==> config.mk <==
export PLATFORM = sky130hd
export DESIGN_NAME = mult_rr_scheduler
export DESIGN_NICKNAME = d
export VERILOG_FILES = /design/src/rtl/mult_rr_scheduler.sv
export SDC_FILE = /design/constraint.sdc
export NUM_CORES = 1
export LEC_CHECK = 0
export CAP_MARGIN = 10
export CORE_UTILIZATION = 39
export DETAILED_ROUTE_END_ITERATION = 12
export HOLD_SLACK_MARGIN = 0.1
export PLACE_DENSITY = 0.81
export SLEW_MARGIN = 20
export SYNTH_ARGS = -nofsm -noshare
export SYNTH_HDL_FRONTEND = slang
export SYNTH_SLANG_ARGS = --single-unit
==> constraint.sdc <==
create_clock -name clk -period 2.7 [get_ports clk]
set_input_delay 0.27 -clock clk [delete_from_list [all_inputs] [get_ports clk]]
set_output_delay 0.27 -clock clk [all_outputs]
set_load 0.05 [all_outputs]
==> src/rtl/mult_rr_scheduler.sv <==
// Round-robin scheduler that time-shares one sequential multiplier core among N_REQ requesters.
// A requester holds req until gnt; the product returns with a one-cycle rsp_valid bit on its lane.
module mult_rr_scheduler #(
    parameter int N_REQ   = 4,
    parameter int DW      = 16,
    parameter int TIMEOUT = 64
) (
    input  logic                  clk,
    input  logic                  rst,
    input  logic [N_REQ-1:0]      req,
    input  logic [N_REQ*DW-1:0]   op_a,
    input  logic [N_REQ*DW-1:0]   op_b,
    output logic [N_REQ-1:0]      gnt,
    output logic [N_REQ-1:0]      rsp_valid,
    output logic [2*DW-1:0]       rsp_data,
    output logic                  rsp_err,
    output logic                  busy,
    output logic [DW-1:0]         mul_a,
    output logic [DW-1:0]         mul_b,
    output logic                  mul_start,
    input  logic                  mul_done,
    input  logic [2*DW-1:0]       mul_result
);

    localparam int IW = (N_REQ > 1) ? $clog2(N_REQ) : 1;
    localparam int CW = $clog2(TIMEOUT + 1);

    typedef enum logic [1:0] {S_IDLE, S_ISSUE, S_WAIT, S_RESP} state_t;

    state_t            state, state_nx;
    logic [IW-1:0]     last, idx, sel_idx;
    logic              sel_vld;
    logic [CW-1:0]     cnt;
    logic              timeout_hit;
    logic [N_REQ-1:0]  gnt_nx, rsp_valid_nx;
    logic              mul_start_nx, busy_nx;

    // Scan last+1, last+2, ... so the most recently served requester ranks lowest.
    always_comb begin
        sel_idx = '0;
        sel_vld = 1'b0;
        for (int k = 1; k <= N_REQ; k++) begin
            if (!sel_vld && req[(int'(last) + k) % N_REQ]) begin
                sel_vld = 1'b1;
                sel_idx = IW'((int'(last) + k) % N_REQ);
            end
        end
    end

    assign timeout_hit = (cnt == CW'(TIMEOUT - 1));

    always_ff @(posedge clk) begin
        if (!rst) state <= S_IDLE;
        else      state <= state_nx;
    end

    // mul_done is deliberately ignored in ISSUE so a level held from the last job cannot leak through.
    always_comb begin
        state_nx = state;
        case (state)
            S_IDLE:  if (sel_vld) state_nx = S_ISSUE;
            S_ISSUE: state_nx = S_WAIT;
            S_WAIT:  if (mul_done || timeout_hit) state_nx = S_RESP;
            S_RESP:  state_nx = S_IDLE;
            default: state_nx = S_IDLE;
        endcase
    end

    always_comb begin
        gnt_nx       = gnt;
        rsp_valid_nx = '0;
        mul_start_nx = 1'b0;
        busy_nx      = (state_nx != S_IDLE);
        if (state == S_IDLE && sel_vld) begin
            gnt_nx       = N_REQ'(1) << sel_idx;
            mul_start_nx = 1'b1;
        end
        if (state == S_WAIT && state_nx == S_RESP) rsp_valid_nx = N_REQ'(1) << idx;
        if (state == S_RESP) gnt_nx = '0;
    end

    always_ff @(posedge clk) begin
        if (!rst) begin
            gnt       <= '0;
            rsp_valid <= '0;
            rsp_data  <= '0;
            rsp_err   <= 1'b0;
            busy      <= 1'b0;
            mul_a     <= '0;
            mul_b     <= '0;
            mul_start <= 1'b0;
            last      <= IW'(N_REQ - 1);
            idx       <= '0;
            cnt       <= '0;
        end else begin
            gnt       <= gnt_nx;
            rsp_valid <= rsp_valid_nx;
            busy      <= busy_nx;
            mul_start <= mul_start_nx;
            case (state)
                S_IDLE: begin
                    if (sel_vld) begin
                        idx   <= sel_idx;
                        mul_a <= op_a[sel_idx*DW +: DW];
                        mul_b <= op_b[sel_idx*DW +: DW];
                    end
                end
                S_ISSUE: cnt <= '0;
                S_WAIT: begin
                    if (mul_done) begin
                        rsp_data <= mul_result;
                        rsp_err  <= 1'b0;
                    end else if (timeout_hit) begin
                        rsp_data <= '0;
                        rsp_err  <= 1'b1;
                    end else begin
                        cnt <= cnt + CW'(1);
                    end
                end
                S_RESP: last <= idx;
                default: ;
            endcase
        end
    end

endmodule

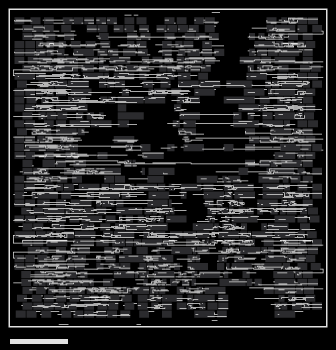
Run 1: metal 1
Bar = 20 um.
main direction: horizontal
nets with wire on the layer: 704
wire length on this layer: 5490 um
share of all routed wire: 38%
longest straight run: 35.4 um

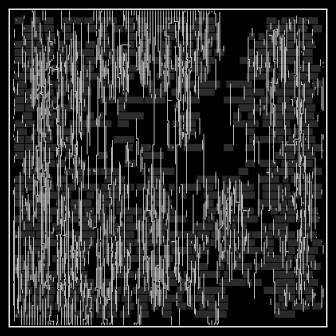
Run 1: met2 routing
main direction: vertical
longest straight run: 45.7 um
nets with wire on the layer: 744
share of all routed wire: 49%
wire length on this layer: 7170 um

==> summary.txt, run 1 <==
Update from the flow run.

The leakage power in the latest report is 0.00265 uW. The setup slack after layout is 0.576 ns. The initial utilization of the core area, before any placement, comes to 40.4%. sky130_fd_sc_hd__dfxtp_1 takes more of the synthesized area than any other cell.

For this run, the leading register cell type out of synthesis is sky130_fd_sc_hd__dfxtp_1. The routed wire length is 14.5 mm. The core area is 10900 sq um. Entering global routing, the biggest net connects 48 pins. Endpoints failing hold in the final report were tallied at 0.

The number of placed instances, taps included, is 815. Along the worst hold path, the cell count comes to 2. The fraction of final cell area spent on non-clock buffers in this run is 35.2%. The proportion of cell area spent on the clock network is 4.18%. Summing over every cut layer, the via total after detailed routing is 4473. The startpoint of the most critical hold path is rst.

STA lists the maximum fanout along the critical path as 15. Looking at the clock tree report, the maximum root-to-sink buffer count equals 2. The total half-perimeter wirelength after legalization and detailed placement is 11.1 mm. The vertical extent of the die is 108 um. In the final layout, the fill cell count is 866. The final setup TNS is 0 ns. The TritonCTS clock tree is built. The total cell area reported by yosys after synthesis is 4410 sq um. The final design was reported to hold multi-input combinational gates totalling 324. During synthesis, Yosys emitted a total of 0 warnings. The layout report lists the multi-input gate area as 2470 sq um. The clock insertion delay at the later pin of the skew report is 0.33 ns. The TritonCTS sink count is 88. The final RePlAce weighted congestion is 0.882. After the first detailed-routing iteration, the DRC count stood at 218. The tapcell count is 140.

The register cell area after layout is 1760 sq um. The power per unit of standard cell area is 793 nW/um^2. The clock root buffer master is sky130_fd_sc_hd__clkbuf_16.

The number of clock buffers in the layout is 9. In this run the tightest slew margin relative to its limit is 48.6%. The number of failing setup endpoints in the final timing report is 0.

The share of synthesized area in the top cell type comes to 39.9%. The final cycle utilization of the critical path is 78.7%. The startpoint class of the critical path is a flip-flop. The overall die width is 108 um. The post-route utilization of the core is recorded as 66.8%. The global-route wire length before repair is 22.0 mm. The worst hold slack after final layout is 0.470 ns. The routed design could run at a clock period as short as 2.12 ns. The number of antenna violations at the first check in global routing is 0. The beginning of the worst register-to-register path is state[0]. Of the cells placed in the final design, the portion with a size suffix greater than 1 is 10.1%. The post-synthesis cell count is 457.

Input and output buffers added on the ports amount to 241. The number of remaining DRC errors is 0. Hold repair after CTS inserted 0 buffers. Of all flip-flops after synthesis, the portion carrying an async set or reset was 0%. The post-detailed-route count of antenna-violating nets is 0. The inverter tally of the final layout excluding the clock network is 5. In this run, CTS created clock tree buffers numbering 9. The number of rows created at floorplan is 38. The layout overhead on the synthesized area is 65.4%. Looking at the post-CTS report, the setup buffer insertion count equals 0. The number of synthesized flops with an enable pin is 0.

The number of non-clock buffers in the layout is 258. The number of storage elements in the synthesis netlist is 88. According to the report, the first pass of detailed routing completed in 4 iterations.

The yosys stat cell total is 457. The completed layout was analyzed and its total power is 5790 uW. The via density per instance is 5.38.

The worst-case setup slack after placement is 0.259 ns. The reg-to-reg setup timing slack is 0.58 ns. The number of top-level design ports is 242. The data required time reported for the critical path is 2.95 ns.

In the final layout, flip-flops and latches take up 24.1% of the cell area. At the end of the flow, the number of nets in the layout was 859. The cell area after placement is 6990 sq um. Per Yosys stat, the portion of area used by sequential elements is 39.9%. For the pin with the worst max-slew slack, the measured transition is 0.771 ns.

The non-filler instance count after layout is 831. The die covers 11700 sq um. Setup repair after global routing left no endpoint under its margin. The remaining global-route overflow is 0. The data arrival at the endpoint of the critical path is 2.38 ns. Gates resized during post-CTS repair numbered 0. The critical path is of the flip-flop to flip-flop type. Per the layout area report, the combinational fraction of cell area is 33.8%. For this run, the script counts the antenna cells in the layout as 0. Clock skew on the completed layout was measured at 0.00429 ns. The number of nets at floorplan is 630. The flow ran to the end, and the final reports show no timing, DRC or antenna violations. The count of flip-flops and latches is 88.

The maximum achievable frequency is 471 MHz. The count of different cell masters after synthesis is 42. A synthesized cell averages 9.66 sq um.

The endpoint identified for the worst register-to-register timing path is cnt[4]. The beginning of the critical path is state[0]. Leaving out fill and tap cells, the most frequent cells in the layout are sky130_fd_sc_hd__clkdlybuf4s50_1, sky130_fd_sc_hd__dfxtp_1, sky130_fd_sc_hd__o21ai_0. The worst setup path is captured at a flip-flop. The count of final max-slew check failures is 0. The most frequent cell after synthesis is sky130_fd_sc_hd__dfxtp_1. Across every metal layer, demand over resource in global routing totals 24.5%.

The logs give a warning total of 30. The average routed wire per standard cell is 17.4 um. The cell area after synthesis is 4410 sq um. The H-tree depth is 3. After routing the design area is 7300 sq um. On the worst setup and hold paths after CTS, the clock-pin slew comes to 0.06 ns.

The commonest non-fill, non-tap cell in the layout is sky130_fd_sc_hd__clkdlybuf4s50_1. Counting instances in the post-synthesis netlist gives the leading cell types as sky130_fd_sc_hd__dfxtp_1, sky130_fd_sc_hd__o21ai_0, sky130_fd_sc_hd__nor3b_1. In this run the maximum-capacitance check reported violations numbering 0. The worst register-to-register path has a depth of 7. In the final design, more cell area goes to buffers than to any other class.

The capturing instance or port of the critical path is cnt[4]. The path class of the lowest-slack min-delay path is input pin to flip-flop. The number of global-route vias before repair came to 4487.
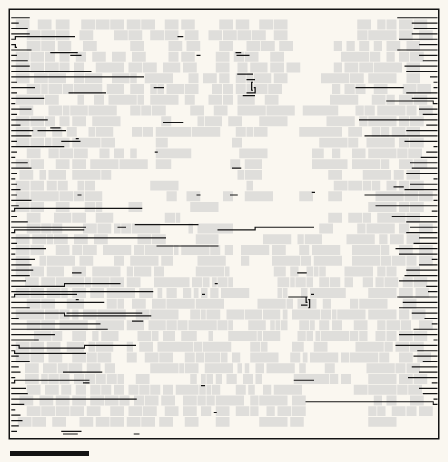
Run 1: met3 routing
Bar = 20 um.
longest straight run: 38.9 um
nets with wire on the layer: 180
main direction: horizontal
share of all routed wire: 9.4%
wire length on this layer: 1360 um

## run 1: routing by layer
metal | GRT usage (%) | up-vias | routed length [um]
met3 | 7.23 | 32 | 1360
li1 | - | 2167 | -
met4 | 12.6 | 0 | 472
met2 | 44.1 | 221 | 7170
met5 | 0 | - | 0
met1 | 25.8 | 2053 | 5490
## run 1: report_power, final
group	switching (uW)	leakage, uW	internal [uW]
sequential	166	0.000721	1560
clock	525	0.000148	728
combinational	1740	0.00178	1070
total	2430	0.00265	3360
## run 1: state kept, by name (all words and copies together), names as in the netlist
register and cells:
rsp_data 32, mul_a 16, mul_b 16, cnt 7
gnt 4, rsp_valid 4, idx 2, last 2
state 2, busy 1, mul_start 1, rsp_err 1
## run 1: worst max-delay path, stage by stage, from the launching register on
cell,delay (ns)
sky130_fd_sc_hd__dfxtp_1,0.35
sky130_fd_sc_hd__inv_1,0.12
sky130_fd_sc_hd__ha_1,0.46
sky130_fd_sc_hd__nand3_1,0.16
sky130_fd_sc_hd__or2_2,0.33
sky130_fd_sc_hd__o21ai_0,0.30
sky130_fd_sc_hd__o211ai_1,0.12
sky130_fd_sc_hd__a21boi_0,0.22
## run 1: cell families (layout without fill, tap and decap cells)
| logic type | count (synthesis) | after routing | share of synthesized area, % |
|---|---|---|---|
| AND-OR/OR-AND | 162 | 162 | 28.9 |
| AND/OR/NAND/NOR | 120 | 120 | 16.9 |
| flip-flops | 88 | 88 | 39.9 |
| buffers and inverters | 45 | 279 | 4.56 |
| multiplexers | 34 | 34 | 7.71 |
| adder cells (fa/ha/maj) | 6 | 6 | 1.70 |
| XOR/XNOR | 2 | 2 | 0.397 |
==> run 2, diff against run 1 <==
- CORE_UTILIZATION: 39 -> 35
- PLACE_DENSITY: 0.81 -> 0.76
- clock period: 2.7 -> 1.9 ns (I/O delays scaled with it)
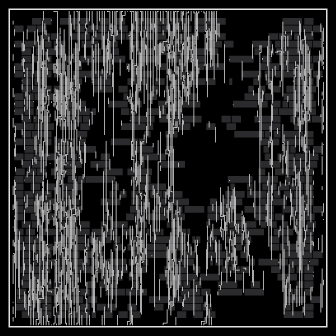
Run 2: met2 routing
nets with wire on the layer: 755
share of all routed wire: 51%
main direction: vertical

==> run 2 against run 1 <==
Compared with the run above:
- clock skew is 0.0036 ns higher
- clock power grew 38%
- die size is 11% higher
- sequential share of layout area shrank 0.58 points
- global-route usage shrank 2.3 points
- routed wire length grew 2.1%
- worst hold slack got worse by 0.12 ns
- sequential power is 42% higher
- critical path depth shrank 1
- count of clock-buffer cells in the layout grew 2
- largest cell class unchanged
==> summary.txt, run 2 <==
Update from the flow run.

The flow ran to the end, and the final reports show no timing, DRC or antenna violations. The simple-gate portion of the synthesized area is 16.9%. The data arrival at the endpoint of the critical path is 2.03 ns.

The stage delay of the slowest cell on the critical path is 0.61 ns. Measured on the finished design, the core utilization comes to 61.5%. The number of remaining DRC errors is 0. The number of antenna diodes in the final layout is 0. By instance count, the leading cell after synthesis is sky130_fd_sc_hd__dfxtp_1. The internal portion of the total power is 4940 uW. Setup violations remaining at the end of the flow were counted as 0. The number of global-route vias before repair is 4522. Detailed routing inserted a total of 4525 vias. The area share of fa/ha/maj cells after synthesis is 1.70%. The registers reported with the highest flop counts are rsp_data: 32 flops, mul_a: 16 flops, mul_b: 16 flops. The non-filler instance count after layout is 871. The combinational group share of total power is 50.3%. The part of the power in the clock network is 20.6%. The main kind of combinational logic by area is AND-OR/OR-AND gates.

The cell area after placement is 7160 sq um. The final RePlAce weighted congestion is 0.818. The switching component of the power is 3490 uW. The commonest non-fill, non-tap cell in the layout is sky130_fd_sc_hd__clkdlybuf4s50_1.

The post-detailed-route count of antenna-violating nets is 0. The vertical extent of the die is 114 um. The biggest fanout along the worst timing path is 20. In this run, CTS created clock tree buffers numbering 9.

The count of placed standard cells including taps is 855. In the layout the commonest cells are sky130_fd_sc_hd__clkdlybuf4s50_1, sky130_fd_sc_hd__dfxtp_1, sky130_fd_sc_hd__o21ai_0. The average routed wire per standard cell is 17.0 um. For reference, the placement row count at floorplan is 40. Per the synth stats, the proportion of register bits with asynchronous set or reset is 0%. In the synthesized netlist, the cells that appear most often are sky130_fd_sc_hd__dfxtp_1, sky130_fd_sc_hd__o21ai_0, sky130_fd_sc_hd__nor3b_1.

The clock root buffer master is sky130_fd_sc_hd__clkbuf_16. The total die size is 13100 sq um. The die is 114 um wide. The maximum achievable frequency is 551 MHz.

The sequential power share is 29.2%. Each instance of the synthesized netlist takes up on average 9.66 sq um. The count of buffers added by post-CTS timing repair for setup is 0.

The critical path is of the input pin to flip-flop type. During synthesis, Yosys emitted a total of 0 warnings. The layout has 992 filler cells. Setup repair after global routing could not meet its margin everywhere. The number of nets at the end of the flow is 871. In this run the number of H-tree levels came out at 3.

The register name with the most flops is rsp_data. For reference, the mux area share after synthesis is 7.71%. The net switching share of the total power is 41.4%. Global routing used 22.2% of the available tracks across all layers. The count of final max-slew check failures is 0.

The number of storage elements in the synthesis netlist is 88. The number of warning messages in the logs is 31. The clock net in this run drives a total of 88 sinks.

The TritonCTS clock tree is built. According to the Yosys statistics, the synthesized design has a chip area of 4410 sq um. The share of the yosys chip area belonging to registers is 39.9%. The layout summary lists the proportion of cells stronger than drive strength 1 as 12.9%. The global-route wire length before repair is 22.7 mm. After routing, the total negative slack on setup checks comes to 0 ns. After synthesis, the netlist uses 42 different library cells. The area share of xor/xnor cells in the synthesized design is 0.397%.

The number of antenna violations at the first check in global routing is 0. Once the floorplan was initialized, standard cells occupied 36.3% of the core. The core area is 12200 sq um. The power in the clock group is 1730 uW. The critical-path cell with the highest stage delay is sky130_fd_sc_hd__or4_4.
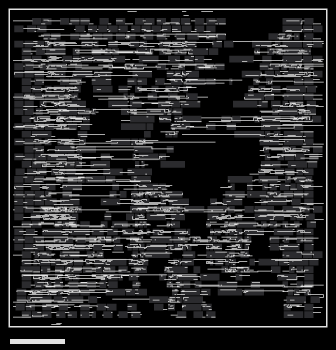
Run 2: metal 1
Bar = 20 um.
main direction: horizontal
longest straight run: 44.2 um
share of all routed wire: 39%
wire length on this layer: 5730 um
nets with wire on the layer: 746

==> run 2: routing by layer <==
| metal | wire length [um] | share of wire [%] | GRT usage [%] | up-vias |
|---|---|---|---|---|
| li1 | - | - | - | 2184 |
| met1 | 5730 | 39 | 24.0 | 2109 |
| met2 | 7540 | 51 | 40.7 | 212 |
| met3 | 1320 | 8.9 | 6.99 | 20 |
| met4 | 209 | 1.4 | 7.71 | 0 |
| met5 | 0 | 0 | 0 | - |
==> run 2: cells by family (layout without fill, tap and decap cells) <==
| logic type | count (synthesis) | count (layout) |
|---|---|---|
| compound gates | 162 | 162 |
| mux | 34 | 34 |
| flops | 88 | 88 |
| buf+inv | 45 | 291 |
| simple gates | 120 | 120 |
| fa+ha+maj | 6 | 6 |
| xor+xnor | 2 | 2 |
==> run 2: worst max-delay path, delay by kind of cell <==
kind / cells / cell delay [ns]
and+or+nand+nor: 2 / 0.81
AOI/OAI and AO/OA: 2 / 0.31
buffers and inverters: 2 / 0.70
==> run 2: path summary, 6_finish.rpt <==
check | to | depth (start not counted) | slack (ns) | from
worst min-delay path | busy | 2 | 0.35 | rst
worst min register to register | gnt[2] | 2 | 0.47 | gnt[2]
worst max-delay path | mul_b[3] | 6 | 0.08 | req[3]
worst max register to register | mul_a[15] | 6 | 0.10 | last[1]
==> run 2: layout make-up <==
cell class,instances,area [sq um],area share (%)
clock buffer,11,233,3.11
timing repair buffer,270,2710,36.2
inverter,5,18.8,0.251
sequential,88,1760,23.6
tap,168,210,2.81
clock inverter,5,57.6,0.769
multi-input combinational,324,2490,33.3
==> run 2: repair_timing <==
| item | 4_1_cts | 5_1_grt |
|---|---|---|
| hold endpoints to repair | 0 | 0 |
| endpoints found under the setup margin | 0 | 29 |
| resized | 0 | 10 |
==> run 3, diff against run 2 <==
- SETUP_SLACK_MARGIN: default -> 0.1
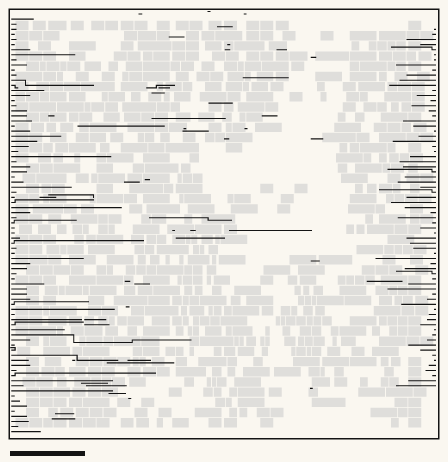
Run 3: met3 routing
Bar = 20 um.
share of all routed wire: 8.1%
wire length on this layer: 1310 um
nets with wire on the layer: 178
longest straight run: 37.5 um
main direction: horizontal

==> run 3 against run 2 <==
Compared with the run above:
- final cell count grew 2.3%
- worst hold slack gained 0.13 ns
- largest cell class unchanged
- sequential share of layout area shrank 1.5 points
- design area grew 7.1%
- count of clock-buffer cells in the layout shrank 1
- critical path type unchanged
- power grew 5.3%
- first-iteration DRC count shrank 9.2%
==> summary.txt, run 3 <==
Update from the flow run.

The worst setup path is launched from an input pin. The routed design has 16.1 mm of wire. Recorded from the global router log, the overflow total was 0. The number of maximum-capacitance violations is 0. The share of the Yosys chip area taken by registers is 39.9%. Synthesis instantiated 42 different standard cells from the library. The maximum achievable frequency is 551 MHz. The final cell utilization of the core is 65.9%. The number of cells on the worst reg-to-reg path is 8. The commonest register cell after synthesis is sky130_fd_sc_hd__dfxtp_1. The number of remaining DRC errors is 0.

The register clock-pin slew on the reported worst setup and hold paths is 0.07 ns. The script extracted a total leakage power of 0.00289 uW. The endpoint of the worst hold path is reported as gnt[2].

The terminus of the critical flop-to-flop path is mul_b[8]. The count of placed standard cells including taps is 861. The required time at the worst endpoint is listed as 2.13 ns.

The largest total area in the synthesized netlist belongs to sky130_fd_sc_hd__dfxtp_1. The commonest non-fill, non-tap cell in the layout is sky130_fd_sc_hd__clkdlybuf4s50_1. The flow ran to the end, and the final reports show no timing, DRC or antenna violations. The startpoint of the most critical hold path is gnt[2]. Of all power groups, the one with the highest power is combinational cells.

The register with the most flip-flops in the layout has 32 of them. The final setup TNS is 0 ns. The kind of end point of the critical path is a flip-flop. Per the detail_route report, the via count comes to 4661. The via density per instance is 5.23. Setup repair after global routing could not meet its margin everywhere.

The number of clock buffers added by TritonCTS is 9. The vertical extent of the die is 114 um. The hold violation count in the final report is 0. Yosys shows that the main logic family after synthesis is AND-OR/OR-AND gates. Along the worst path, the maximum fanout reaches 34.

The compound-gate portion of the synthesized area is 28.9%. In the finished design, the share of the clock period the worst path needs comes to 95.5%. Power comes to 8880 uW. The power consumed by sequential cells is 2460 uW. The post-detailed-route count of antenna-violating nets is 0. The synthesized netlist was found by Yosys to have 457 cells. Along the critical path, the tally of buffer and inverter instances is 3. In this run, synthesis inferred 0 flip-flops with an integrated enable. For the final database, setup skew stands at 0.00691 ns. Counting instances in the post-synthesis netlist gives the leading cell types as sky130_fd_sc_hd__dfxtp_1, sky130_fd_sc_hd__o21ai_0, sky130_fd_sc_hd__nor3b_1. The synthesis report lists the most area-consuming cells as sky130_fd_sc_hd__dfxtp_1, sky130_fd_sc_hd__a211oi_2, sky130_fd_sc_hd__mux2i_1. The combinational group share of total power is 53.3%.

The floorplan step defined a core boundary enclosing 12200 sq um. The path class of the lowest-slack min-delay path is flip-flop to flip-flop. The area share of xor/xnor cells in the synthesized design is 0.397%. In this run the tightest slew margin relative to its limit is 61.8%. The path type of the worst setup path is input pin to flip-flop. The stage logs contain a warning count of 32. The final antenna diode tally reported by the flow is 0. The routed design shows a wire length per standard cell of 18.1 um. Relative to the synthesized area, the layout overhead comes to 81.6%. Among cell families on the critical path, the largest total delay comes from buffers and inverters. According to the Yosys statistics, the synthesized design has a chip area of 4410 sq um.

The data arrival at the endpoint of the critical path is 2.04 ns. Per the timing report, the most critical flop-to-flop path originates at last[1]. The number of global-route vias before repair came to 4656. CTS placed an instance of sky130_fd_sc_hd__clkbuf_16 at the clock tree root. In the final layout, the registers with the most flip-flops are rsp_data: 32 flops, mul_a: 16 flops, mul_b: 16 flops. The finished layout holds 891 standard cells, fillers aside. The number of antenna violations at the first check in global routing was 0. In the hold timing report, the worst path depth is 2. In the layout the commonest cells are sky130_fd_sc_hd__clkdlybuf4s50_1, sky130_fd_sc_hd__dfxtp_1, sky130_fd_sc_hd__a211oi_2.

Per the synthesis report, the simple-gate share of the synthesized area is 16.9%. The buffer depth of the longest clock path is 2. The overall global routing resource usage is 22.9%. Switching power as a fraction of the total was reported as 41.9%. After synthesis the netlist holds a flip-flop and latch count of 88.

The final RePlAce weighted congestion is 0.837. The worst path needs 1.82 ns of the cycle, external delays included. Per the post-synthesis stats, the area per cell is 9.66 sq um.

The number of warnings reported in the yosys synthesis log is 0. The total combinational power is 4730 uW. The number of clock sinks came to 88.

The worst IR drop on VDD is 0.000636 V. The area share of fa/ha/maj cells after synthesis is 1.70%. The register name with the most flops is rsp_data. Sorting the synthesis cell report by count puts at the top sky130_fd_sc_hd__dfxtp_1.

Clock network power for this build is 1680 uW. In this run the critical path is formed by clkdlybuf4s50_1 -> buf_4 -> or4_4 -> and2_1 -> buf_12 -> o21ai_0 -> a211oi_2. The wire-length estimate of the detail-placed layout is 11.4 mm.

Per report_power, the clock group accounts for 18.9% of the total. At the end of the flow, the number of nets in the layout was 891. The switching component of the power is 3720 uW.

The clock insertion delay at the later pin of the skew report is 0.34 ns. The TritonCTS clock tree is built. The actual transition at the worst max-transition pin is 0.571 ns. The share of synthesized area spent on multiplexers is 7.71%. Counting flops with an async set or reset pin after synthesis yields a share of 0%.

The total die size is 13100 sq um. The area fraction of the largest cell type after synthesis is 39.9%. Setup violations remaining at the end of the flow were counted as 0.

Sequential cells account for 27.7% of the total power. The critical-path cell with the highest stage delay is sky130_fd_sc_hd__clkdlybuf4s50_1. The share of final-layout standard cells stronger than drive strength 1 is 20.5%. Before any placement, the netlist area is recorded as 4410 sq um. The initial standard-cell utilization of the core is 36.3%. Once iteration 0 of detailed routing completed, the report listed 237 DRC markers. The first global-routing pass estimated 23.3 mm of wire. The H-tree depth is 3.

The floorplan step set the die width to 114 um. The maximum number of pins on one net before global-route repair is 40. Across all setup checks in the final design, the least slack found is 0.0848 ns.

The stage delay of the slowest cell on the critical path is 0.48 ns. The reg-to-reg setup timing slack is 0.10 ns. The count of final max-slew check failures is 0.

The count of buffers added on input and output ports is 241. The number of top-level design ports is 242. For this run, the detailed router's first-pass iteration total came to 4.

The post-synthesis cell count is 457. The initialized floorplan defines 40 standard-cell rows. Per the post-place timing report, worst setup slack is -0.331 ns. In the power breakdown, the internal column shows 5160 uW. The power per unit of standard cell area is 1110 nW/um^2. The number of nets at floorplan is 630.
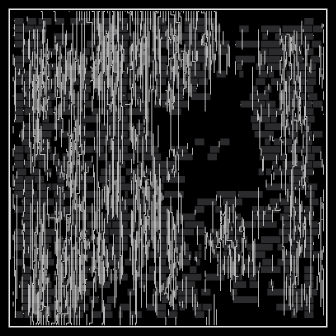
Run 3: met2 routing
share of all routed wire: 50%
longest straight run: 45.0 um
wire length on this layer: 8100 um
nets with wire on the layer: 776
main direction: vertical

-- run 3: netlist changes by cell type in the layout (fill, tap and decap cells not counted), sizes merged --
| cell | change |
|---|---|
| clkinvlp | +3 |
| dlymetal6s2s | +1 |
| dlygate4sd2 | +1 |
| dlygate4sd3 | +1 |
| clkbuf | +4 |
| clkinv | -1 |
| clkdlybuf4s50 | -2 |
| bufinv | -1 |
| buf | +14 |
-- run 3: what timing repair did --
item                                   in CTS  in global routing
setup endpoints to repair                  42                 74
buffers inserted                            0                  6
pin swaps                                   0                  1
endpoints found under the hold margin       1                  0
resized                                    15                 50
gates cloned                                0                  7
hold buffers                                1                  0
-- run 3: through the flow --
step | hold WS, ns | cell area [sq um]
floorplan | 0.349 | 4420
global placement | 0.452 | 7250
detailed placement | 0.454 | 7250
CTS | 0.474 | 7590
global route | 0.520 | 8020
finish | 0.479 | 8020
-- run 3: how the worst max path moves through the flow --
stage | startpoint | to | slack, ns | depth (start not counted)
after floorplan | state[0] | cnt[3] | 0.14 | 9
after global placement | req[3] | mul_b[12] | -0.27 | 7
after detailed placement | req[3] | mul_b[10] | -0.33 | 7
after CTS | last[1] | mul_a[13] | 0.09 | 7
after global routing | last[1] | mul_b[8] | 0.03 | 8
final | req[0] | mul_a[2] | 0.08 | 7
-- run 3: layout make-up --
cell class | instances | area [sq um]
timing repair buffer | 290 | 3010
clock buffer | 10 | 239
fill | 946 | 4150
multi-input combinational | 324 | 2720
tap | 168 | 210
clock inverter | 6 | 45.0
sequential | 88 | 1770
inverter | 5 | 18.8
-- run 3: per-layer routing --
layer  GRT usage, %  share of wire (%)
met3           6.83                8.1
met2           41.1                 50
met1           24.7                 39
met4           10.6                2.9
met5              0                  0
Power figures rest on the tool's default switching activity, not on a simulated workload.
